Figure 1. M1 wires (run 1).
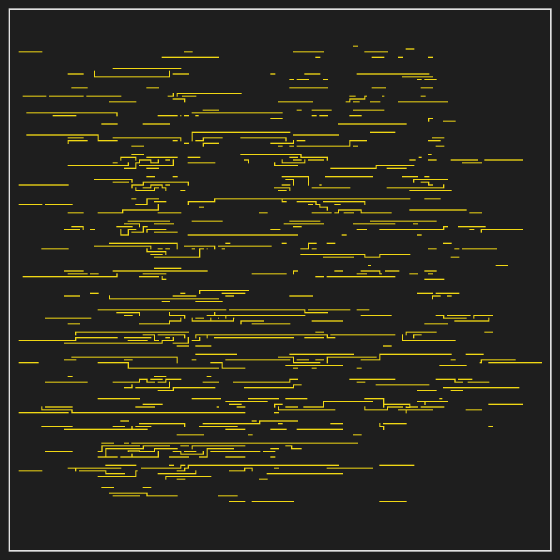
Figure 2. Cell classes on the final placement (run 1).
Fill, decap, tap and diode cells in gray.
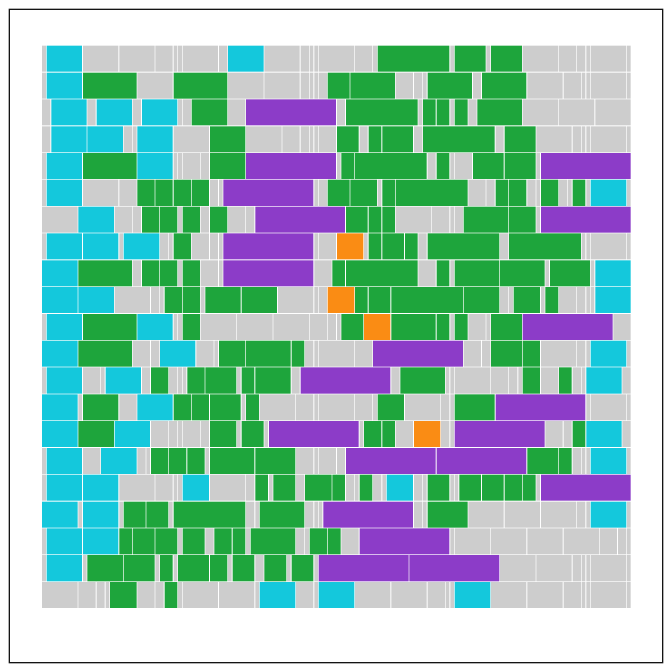
Figure 3. Met3 routing (run 1).
Bar = 20 um.
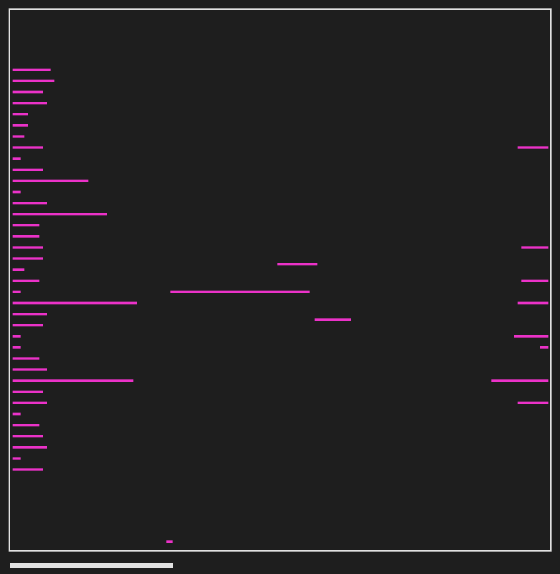
Figure 4. Wiring heat map (run 1).
Bar = 20 um. The die is cut into 13 by 13 equal tiles; dark blue is low, red is high, scaled to the fullest tile. Values are wire area over tile area, all layers added.
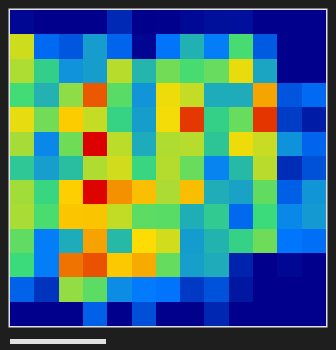
<file path="src/rtl/mult_share_arb.sv">
// mult_share_arb
// Shares one 4-bit signed fixed-point multiplier among NUM_REQ requesters.
// Requesters are served in round-robin order. Each result is tagged with the
// ID of its requester and returned over a valid/ready output channel.
// result = bits [7:4] of op1 * op2, with both operands sign-extended first.
// The result is truncated: no rounding, no saturation.
//
// Handshake semantics (both channels): a transfer happens on a rising clk
// edge where valid and ready are both high. req_ready is combinational from
// req_valid, state and rr_ptr only, and is never driven by out_ready.
// out_valid, out_result and out_id are registered. They hold stable until
// out_ready is seen high.
//
// Optional build macro MULT_SHARE_ARB_STATS_EN adds saturating 16-bit
// counters:
//   busy_cnt  - cycles spent outside IDLE
//   stall_cnt - DONE cycles with out_ready low
//
// Ports:
//   clk, rst    rising-edge clock, asynchronous active-high reset
//   req_valid   per-requester operand-pair valid      [NUM_REQ]
//   req_ready   per-requester accept, one-hot or zero [NUM_REQ]
//   req_op1     packed operand 1, slice i = [4i+3:4i]
//   req_op2     packed operand 2, same packing
//   out_valid   result valid
//   out_ready   downstream accept
//   out_result  product bits [7:4]
//   out_id      owner requester index
module mult_share_arb #(
  parameter int NUM_REQ = 4,
  parameter int ID_W    = 2
) (
  input  logic                 clk,
  input  logic                 rst,
  input  logic [NUM_REQ-1:0]   req_valid,
  output logic [NUM_REQ-1:0]   req_ready,
  input  logic [4*NUM_REQ-1:0] req_op1,
  input  logic [4*NUM_REQ-1:0] req_op2,
  output logic                 out_valid,
  input  logic                 out_ready,
  output logic [3:0]           out_result,
  output logic [ID_W-1:0]      out_id
`ifdef MULT_SHARE_ARB_STATS_EN
  ,
  output logic [15:0]          busy_cnt,
  output logic [15:0]          stall_cnt
`endif
);

  typedef enum logic [1:0] {IDLE, MUL, DONE} state_t;

  state_t              state;
  logic [ID_W-1:0]     rr_ptr;
  logic [ID_W-1:0]     id_q;
  logic [3:0]          op1_q;
  logic [3:0]          op2_q;

  logic [ID_W-1:0]     winner;
  logic                any_valid;
  logic [ID_W:0]       scan_sum;
  logic [ID_W-1:0]     scan_idx;
  logic [3:0]          win_op1;
  logic [3:0]          win_op2;

  logic signed [15:0]  op1_ext;
  logic signed [15:0]  op2_ext;
  logic signed [15:0]  product;

  // Round-robin scan: visit rr_ptr, rr_ptr+1, ... modulo NUM_REQ.
  // The first valid requester found wins.
  always_comb begin
    any_valid = 1'b0;
    winner    = '0;
    scan_sum  = '0;
    scan_idx  = '0;
    for (int k = 0; k < NUM_REQ; k++) begin
      scan_sum = {1'b0, rr_ptr} + (ID_W+1)'(k);
      if (scan_sum >= (ID_W+1)'(NUM_REQ)) begin
        scan_sum = scan_sum - (ID_W+1)'(NUM_REQ);
      end
      scan_idx = scan_sum[ID_W-1:0];
      if (!any_valid && req_valid[scan_idx]) begin
        any_valid = 1'b1;
        winner    = scan_idx;
      end
    end
  end

  always_comb begin
    req_ready = '0;
    if (state == IDLE && any_valid) begin
      req_ready[winner] = 1'b1;
    end
  end

  assign win_op1 = req_op1[4*int'(winner) +: 4];
  assign win_op2 = req_op2[4*int'(winner) +: 4];

  // Sign-extending to 16 bits gives the same low byte as an 8x8 signed
  // product, so bits [7:4] are unaffected by the wider extension.
  assign op1_ext = 16'(signed'(op1_q));
  assign op2_ext = 16'(signed'(op2_q));
  assign product = op1_ext * op2_ext;

  always_ff @(posedge clk or posedge rst) begin
    if (rst) begin
      state      <= IDLE;
      rr_ptr     <= '0;
      id_q       <= '0;
      op1_q      <= '0;
      op2_q      <= '0;
      out_valid  <= 1'b0;
      out_result <= '0;
      out_id     <= '0;
    end else begin
      case (state)
        IDLE: begin
          if (any_valid) begin
            op1_q <= win_op1;
            op2_q <= win_op2;
            id_q  <= winner;
            if (winner == ID_W'(NUM_REQ-1)) rr_ptr <= '0;
            else                            rr_ptr <= winner + 1'b1;
            state <= MUL;
          end
        end
        MUL: begin
          out_result <= product[7:4];
          out_id     <= id_q;
          out_valid  <= 1'b1;
          state      <= DONE;
        end
        DONE: begin
          if (out_ready) begin
            out_valid <= 1'b0;
            state     <= IDLE;
          end
        end
        default: state <= IDLE;
      endcase
    end
  end

`ifdef MULT_SHARE_ARB_STATS_EN
  always_ff @(posedge clk or posedge rst) begin
    if (rst) begin
      busy_cnt  <= '0;
      stall_cnt <= '0;
    end else begin
      if (state != IDLE && busy_cnt != 16'hFFFF) begin
        busy_cnt <= busy_cnt + 16'd1;
      end
      if (state == DONE && !out_ready && stall_cnt != 16'hFFFF) begin
        stall_cnt <= stall_cnt + 16'd1;
      end
    end
  end
`endif

endmodule

</file>
<file path="config.mk">
export PLATFORM = sky130hd
export DESIGN_NAME = mult_share_arb
export DESIGN_NICKNAME = d
export VERILOG_FILES = /design/src/rtl/mult_share_arb.sv
export SDC_FILE = /design/constraint.sdc
export NUM_CORES = 1
export LEC_CHECK = 0
export CORE_MARGIN = 3
export CORE_UTILIZATION = 48
export CTS_CLUSTER_SIZE = 40
export DETAILED_ROUTE_END_ITERATION = 7
export PLACE_DENSITY = 0.81
export SETUP_SLACK_MARGIN = 0.02
export SYNTH_ARGS = -nofsm -noshare
export SYNTH_HDL_FRONTEND = slang
export SYNTH_SLANG_ARGS = --single-unit
</file>
<file path="constraint.sdc">
create_clock -name clk -period 3.75 [get_ports clk]
set_input_delay 0.5625 -clock clk [delete_from_list [all_inputs] [get_ports clk]]
set_output_delay 0.5625 -clock clk [all_outputs]
set_load 0.01 [all_outputs]
</file>
==> reports/results.ini, run 1 <==
[flow_run]
warnings = 29
timing.max_cap.violations = 0

[logic_synthesis]
ys_sh_aoi = 0.1693
synth.yosys.seq_area_share = 0.3026
top_cells_by_count = dfrtp_1, inv_1, o21ai_0
syn_inst = 176
synthMuxAreaShare = 0.08862
ys_types = 39
synth_top_area_share = 0.3026
most_common_cell = dfrtp_1
syn-cell-area_mm2 = 0.001737
ys_sh_simple = 0.1477
flop_cell = dfrtp_1
syn_area_per_cell_um2 = 9.867
largest_area_cell = dfrtp_1
synth_nets = 237
ys_cells = 176
synth-xor-area-share = 0.03530
ys_sh_adder = 0.1974
logic_family = adder cells
topCellsByArea = dfrtp_1, fa_1, ha_1
numSynthFlops = 21
yosys_area_mm2 = 0.001737

[power]
vdd_ir_drop_max_mv = 0.2904
p_switching_w = 0.0007855
clkPwrFrac = 0.061
internal_power_w = 0.001022
power_switching_share = 0.4345
pg_clk_w = 0.000111
seqPwrFrac = 0.236
p_seq_w = 0.000427
power_w = 0.001808
power_density_mw_per_mm2 = 785.3
power_frac_comb = 0.703
leakage_nw = 1.055
comb_power_w = 0.00127
power_leader = combinational logic

[finish]
flop_area_um2 = 525.5
fin_cells = 272
comb_area_mm2 = 0.001109
largest_cell_class = logic gates
clockBufferCount = 3
clk_share = 0.01304
buffer_area_frac = 0.2196
fillerInstances = 281
finalNetCount = 288
drive_gt1_frac = 0.08407
sh_seq_area = 0.2283
logic_gate_count = 132
ff_count = 21
buffers = 51
layout_top_cells = clkdlybuf4s50_1, dfrtp_1, inv_1
antenna_cells = 0
top_regs = op1_q x4, op2_q x4, out_result x4

[cts]
postCtsSetupBuffers = 0
cts.path.max_buffers = 2
path_clk_slew_ps = 120
cts_resized = 0
cts.sinks = 21
clk_latency_ps = 300
hold_buffers = 0
tritoncts = built
cts_made_buffers = 3

[grt]
grt_overflow_total = 0
grt-busiest-layer = met2
met2_usage = 0.3048
grt_max_degree = 22
grt_pass1_vias = 1473
grt_pass1_wl_mm = 6.168

[placed_design]
portBuffers = 49
hpwl_mm = 2.957
placed_area_mm2 = 0.002272
dp.cells = 268
gp_congestion = 0.7961

[setup_path]
r2r_slack_ps = 380
crit_path_end = out_result[0]
path_buffers = 0
cp_slowest_stage_delay_ps = 560
start_kind = flop
critPathMostFrequentCell = fa_1
cp_num_cells = 7
crit_chain = nand2b_1, fa_1, fa_1, fa_1, nor4bb_1, fa_1, mux2_2
crit_family = adder cells
cp_slowest_cell = fa_1
timing.rr.end = out_result[0]
cp_data_arrival_time_ps = 3570
critPathKind = flop to flop
crit_required_ps = 3950
crit_start = op1_q[0]
reg2regPathDepth = 7
worst-path-max-fanout = 4

[timing]
post-route-period-util = 0.8981
final.min_clock_period_ps = 3368
setup_slack_ps = 382.2
slew_headroom = 0.5002
clock_skew_ps = 5.825
rsz0062_at_grt = no
setup_viol = 0
slew_viol_final = 0
tns_ps = 0
worst_pin_slew_ps = 748.9
hold_viol = 0

[die]
die_w_um = 66.15
tapCellCount = 46
fp-utilization = 0.5084
ios = 50
dieArea_mm2 = 0.004376
dieHeight_um = 66.15

[detailed_routing]
ant_nets = 0
routed_via_density = 5.169
dr.pass1.iters = 4
wl_met1_mm = 1.548
drc = 0
drt_iter0_drc = 50
highest_layer = met4
wl_met2_mm = 1.607

[hold_path]
hold_path.class = flop to flop
hold_end = out_result[3]
hold_depth = 2

[status]
status = complete, no violations

-- Figure 1 (at the start) --
longest straight run: 27.6 um
wire length on this layer: 1550 um
Routed WL: 3.379 mm
GR Util met1: 0.2282
via count: 1406

-- Figure 2 (at the start) --
[purple] registers | cells: 21 | share of their area: 23%
[cyan] remaining buffers and delay cells | cells: 51 | share of their area: 23%
[orange] clock drivers and dummy loads | cells: 4 | share of their area: 1.3%
[green] remaining logic cells | cells: 150 | share of their area: 53%
fin util: 0.6740
Rows: 21
Placeable Area: 0.003416 mm^2
cell area after layout: 0.002302 mm^2

-- Figure 3 (at the start) --
longest straight run: 16.8 um
main direction: horizontal
share of all routed wire: 5.7%
wire length on this layer: 192 um
nets with wire on the layer: 47
GR Layer Usage met3: 0.04252

-- Figure 4 (at the start) --
nearly empty tiles: 18%
tiles over half the peak: 37%
mean over tiles: 0.12
emptiest ninth of the die: lower right
fullest tile: 0.32
wire per inst: 12.42 um
Tot GR Track Use: 0.1803

Figure 5. Clock nets (run 1).
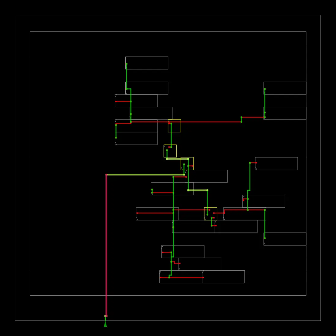

## Run 2: what changed since run 1
- MAX_ROUTING_LAYER: default -> met4
Figure 6. Clock nets (run 2).
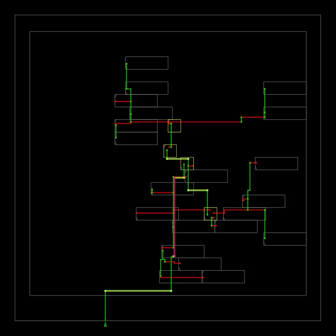
skew final: 7.278 ps
clk_buf instances: 3

Figure 7. Met3 routing (run 2).
Bar = 20 um.
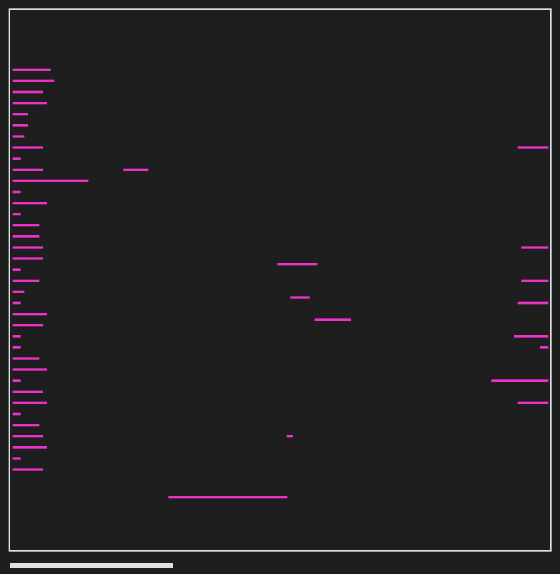
via count: 1415
Routed WL: 3.383 mm
GR Layer Usage met3: 0.03401

==> run 2 against run 1 <==
  * Synthesized cell count unchanged
  * Hold slack unchanged
  * Cell area unchanged
  * Sequential cell count unchanged
  * Sequential power about the same
  * Maximum frequency unchanged
  * Core utilization unchanged
==> reports/results.ini, run 2 <==
[logic_synthesis]
synth_top_area_share = 0.3026
flop_cell = dfrtp_1
topCellsByArea = dfrtp_1, fa_1, ha_1
syn_inst = 176
ys_cells = 176
ys_sh_simple = 0.1477
async_flop_share = 1.000
synth-xor-area-share = 0.03530
ys_sh_aoi = 0.1693
synthMuxAreaShare = 0.08862
ys_types = 39
synth_nets = 237
ys_sh_adder = 0.1974
yosys_area_mm2 = 0.001737
edf_count = 0
top_cells_by_count = dfrtp_1, inv_1, o21ai_0
synth.yosys.seq_area_share = 0.3026
logic_family = adder cells
syn_area_per_cell_um2 = 9.867
most_common_cell = dfrtp_1
synth_warnings = 0
largest_area_cell = dfrtp_1
numSynthFlops = 21
syn-cell-area_mm2 = 0.001737

[finish]
layout_top_cell = clkdlybuf4s50_1
buffers = 51
finalNetCount = 288
fillerInstances = 281
antenna_cells = 0
sh_seq_area = 0.2283
comb_area_mm2 = 0.001109
ff_count = 21
fin_cells = 272
drive_gt1_frac = 0.08407
largest_cell_class = logic gates
top_regs = op1_q x4, op2_q x4, out_result x4
logic_gate_count = 132
fin_area_mm2 = 0.002302
buffer_area_frac = 0.2196
layout_top_cells = clkdlybuf4s50_1, dfrtp_1, inv_1
clk_share = 0.01304
utilization = 0.6740
flop_area_um2 = 525.5
syn_to_final_growth_pct = 32.56

[grt]
grt-busiest-layer = met2
grt_overflow_total = 0
grt_pass1_vias = 1474
use_met1 = 0.2336
grt_usage = 0.1851
grt_pass1_wl_mm = 6.168
grt_max_degree = 22
met2_usage = 0.3048

[hold_path]
hold_depth = 2
hold_end = out_result[3]
hold_path.class = flop to flop

[setup_path]
crit_family = adder cells
crit_chain = nand2b_1, fa_1, fa_1, fa_1, nor4bb_1, fa_1, mux2_2
cp_num_cells = 7
cp_data_arrival_time_ps = 3570
worst-path-max-fanout = 4
path_buffers = 0
crit_required_ps = 3950
timing.rr.end = out_result[0]
cp-end-kind = flop
start_kind = flop
crit_start = op1_q[0]
critPathKind = flop to flop
r2r_slack_ps = 380
cp_slowest_stage_delay_ps = 560
critPathMostFrequentCell = fa_1
r2r_start = op1_q[0]
reg2regPathDepth = 7
crit_path_end = out_result[0]
cp_slowest_cell = fa_1

[detailed_routing]
dr_wl_met3_um = 155
wl_per_cell_um = 12.44
drt_iter0_drc = 47
dr.pass1.iters = 4
drc = 0
highest_layer = met4
wl_met1_mm = 1.590
ant_nets = 0
routed_via_density = 5.202
wl_met2_mm = 1.619

[power]
p_seq_w = 0.000427
pg_clk_w = 0.000111
comb_power_w = 0.00127
vdd_ir_drop_max_mv = 0.2905
internal_power_w = 0.001022
power_frac_comb = 0.702
leakage_nw = 1.055
power_density_mw_per_mm2 = 785.7
p_switching_w = 0.0007865
seqPwrFrac = 0.236
clkPwrFrac = 0.062
power_leader = combinational logic
power_switching_share = 0.4348
power_w = 0.001809

[cts]
clk_latency_ps = 300
htree_num_levels = 1
cts_resized = 0
hold_buffers = 0
path_clk_slew_ps = 120
cts.sinks = 21
cts_made_buffers = 3
tritoncts = built
postCtsSetupBuffers = 0
cts.path.max_buffers = 2

[die]
rows = 21
die_w_um = 66.15
dieHeight_um = 66.15
fp-utilization = 0.5084
dieArea_mm2 = 0.004376
tapCellCount = 46
fp.coreArea_mm2 = 0.003416
ios = 50

[timing]
setup_slack_ps = 382.2
timing.fmax_ghz = 0.2969
slew_viol_final = 0
hold_viol = 0
tns_ps = 0
rsz0062_at_grt = no
slew_headroom = 0.5002
post-route-period-util = 0.8981
final.min_clock_period_ps = 3368
worst_pin_slew_ps = 748.9
setup_viol = 0

[placed_design]
dp.cells = 268
placed_area_mm2 = 0.002272
portBuffers = 49
gp_congestion = 0.8075
hpwl_mm = 2.957
dp_worst_setup_slack_ps = 371.2

[flow_run]
warnings = 29
timing.max_cap.violations = 0

[status]
status = complete, no violations

Figure 8. Cell classes on the final placement (run 2).
Fill, decap, tap and diode cells in gray.
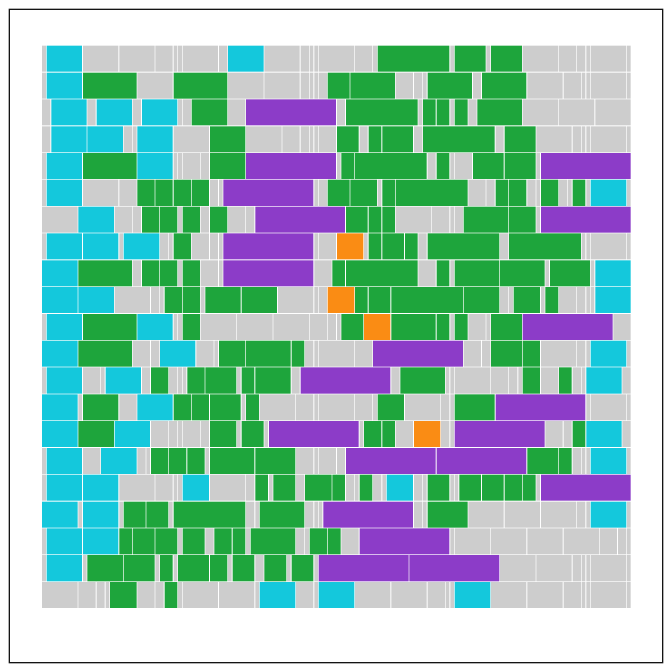

## Run 3: what changed since run 2
--- a/constraint.sdc
+++ b/constraint.sdc
@@ -3,2 +3,2 @@
 set_output_delay 0.5625 -clock clk [all_outputs]
-set_load 0.01 [all_outputs]
+set_load 0.005 [all_outputs]
Figure 9. Cell classes on the final placement (run 3).
Fill, decap, tap and diode cells in gray.
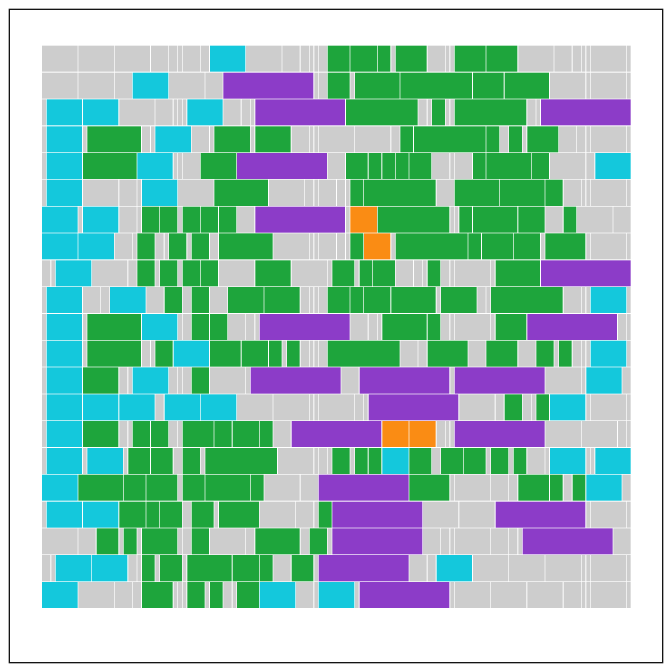
[cyan] remaining buffers and delay cells | cells: 50 | share of their area: 22%
[green] remaining logic cells | cells: 150 | share of their area: 53%
[purple] registers | cells: 21 | share of their area: 23%
[orange] clock drivers and dummy loads | cells: 4 | share of their area: 1.3%
fraction of area in registers: 0.2290
cell area after layout: 0.002295 mm^2
fin util: 0.6718

==> run 3 against run 2 <==
  * Area after synthesis stayed put
  * Global-route usage is 0.18 points higher
  * Setup slack worse by 7.5 ps
  * Clock-buffer cell count stayed put
  * Critical path type unchanged
  * Critical endpoint unchanged
  * Largest power group unchanged
==> reports/results.ini, run 3 <==
[status]
status = complete, no violations

[setup_path]
cp-end-kind = flop
start_kind = flop
cp_data_arrival_time_ps = 3580
path_buffers = 0
timing.rr.end = out_result[0]
critPathKind = flop to flop
r2r_start = op1_q[0]
worst-path-max-fanout = 4
cp_num_cells = 7
crit_start = op1_q[0]
r2r_slack_ps = 370
cp_slowest_stage_delay_ps = 570
critPathMostFrequentCell = fa_1
crit_required_ps = 3950

[timing]
post-route-period-util = 0.9001
final.min_clock_period_ps = 3375
rsz0062_at_grt = no
worst_pin_slew_ps = 749.6
slew_viol_final = 0
slew_headroom = 0.4997
setup_viol = 0
clock_skew_ps = 1.272

[finish]
largest_cell_class = logic gates
flop_area_um2 = 525.5
finalNetCount = 287
logic_gate_count = 132
syn_to_final_growth_pct = 32.13
comb_area_mm2 = 0.001109
ff_count = 21
buffers = 50
fillerInstances = 284
buffer_area_frac = 0.2170
layout_top_cell = clkdlybuf4s50_1
top_regs = op1_q x4, op2_q x4, out_result x4
clk_share = 0.01309
fin_cells = 271

[cts]
cts_made_buffers = 3
htree_num_levels = 1
cts_resized = 0
tritoncts = built
cts.sinks = 21
postCtsSetupBuffers = 0
path_clk_slew_ps = 120
hold_buffers = 0

[logic_synthesis]
flop_cell = dfrtp_1
synth_top_area_share = 0.3026
synthMuxAreaShare = 0.08862
ys_sh_adder = 0.1974
syn_area_per_cell_um2 = 9.867
async_flop_share = 1.000
numSynthFlops = 21
syn_inst = 176
synth.yosys.seq_area_share = 0.3026
synth_warnings = 0
syn-cell-area_mm2 = 0.001737
ys_sh_simple = 0.1477
largest_area_cell = dfrtp_1
synth_nets = 237
most_common_cell = dfrtp_1
topCellsByArea = dfrtp_1, fa_1, ha_1
top_cells_by_count = dfrtp_1, inv_1, o21ai_0

[detailed_routing]
wl_met2_mm = 1.593
dr_wl_met3_um = 232
highest_layer = met4
ant_nets = 0
drc = 0
drt_iter0_drc = 31
dr.pass1.iters = 4

[die]
fp.coreArea_mm2 = 0.003416
fp-utilization = 0.5084
rows = 21
dieHeight_um = 66.15
ios = 50
tapCellCount = 46

[hold_path]
hold_path.class = flop to flop
hold_depth = 2

[power]
power_frac_comb = 0.694
leakage_nw = 1.050
comb_power_w = 0.00123
seqPwrFrac = 0.243
internal_power_w = 0.001014
power_density_mw_per_mm2 = 773.0
power_switching_share = 0.4284
p_switching_w = 0.0007600
pg_clk_w = 0.000111
clkPwrFrac = 0.063
p_seq_w = 0.000431

[placed_design]
hpwl_mm = 3.018
gp_congestion = 0.8212
dp_worst_setup_slack_ps = 352.2

[flow_run]
warnings = 29
timing.max_cap.violations = 0

[grt]
grt_max_degree = 22
grt_usage = 0.1869
gr-usage-met3 = 0.02381
grt-busiest-layer = met2
grt_pass1_vias = 1454

Figure 10. M1 wires (run 3).
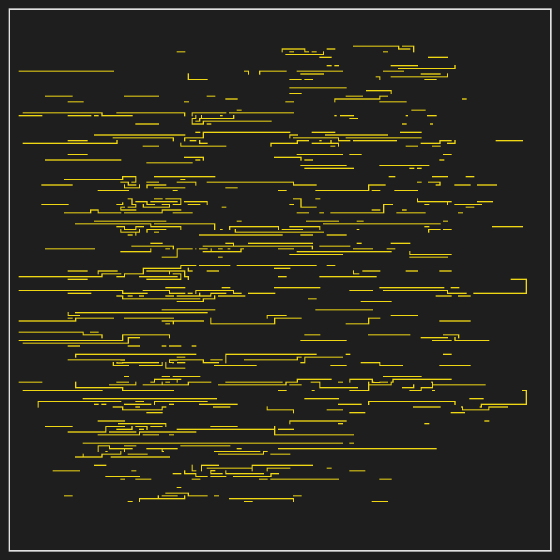
nets with wire on the layer: 242
share of all routed wire: 46%
wire length on this layer: 1630 um
GR Util met1: 0.2390
Routed WL: 3.520 mm
via count: 1430

Power is estimated from default activity; no workload was simulated.
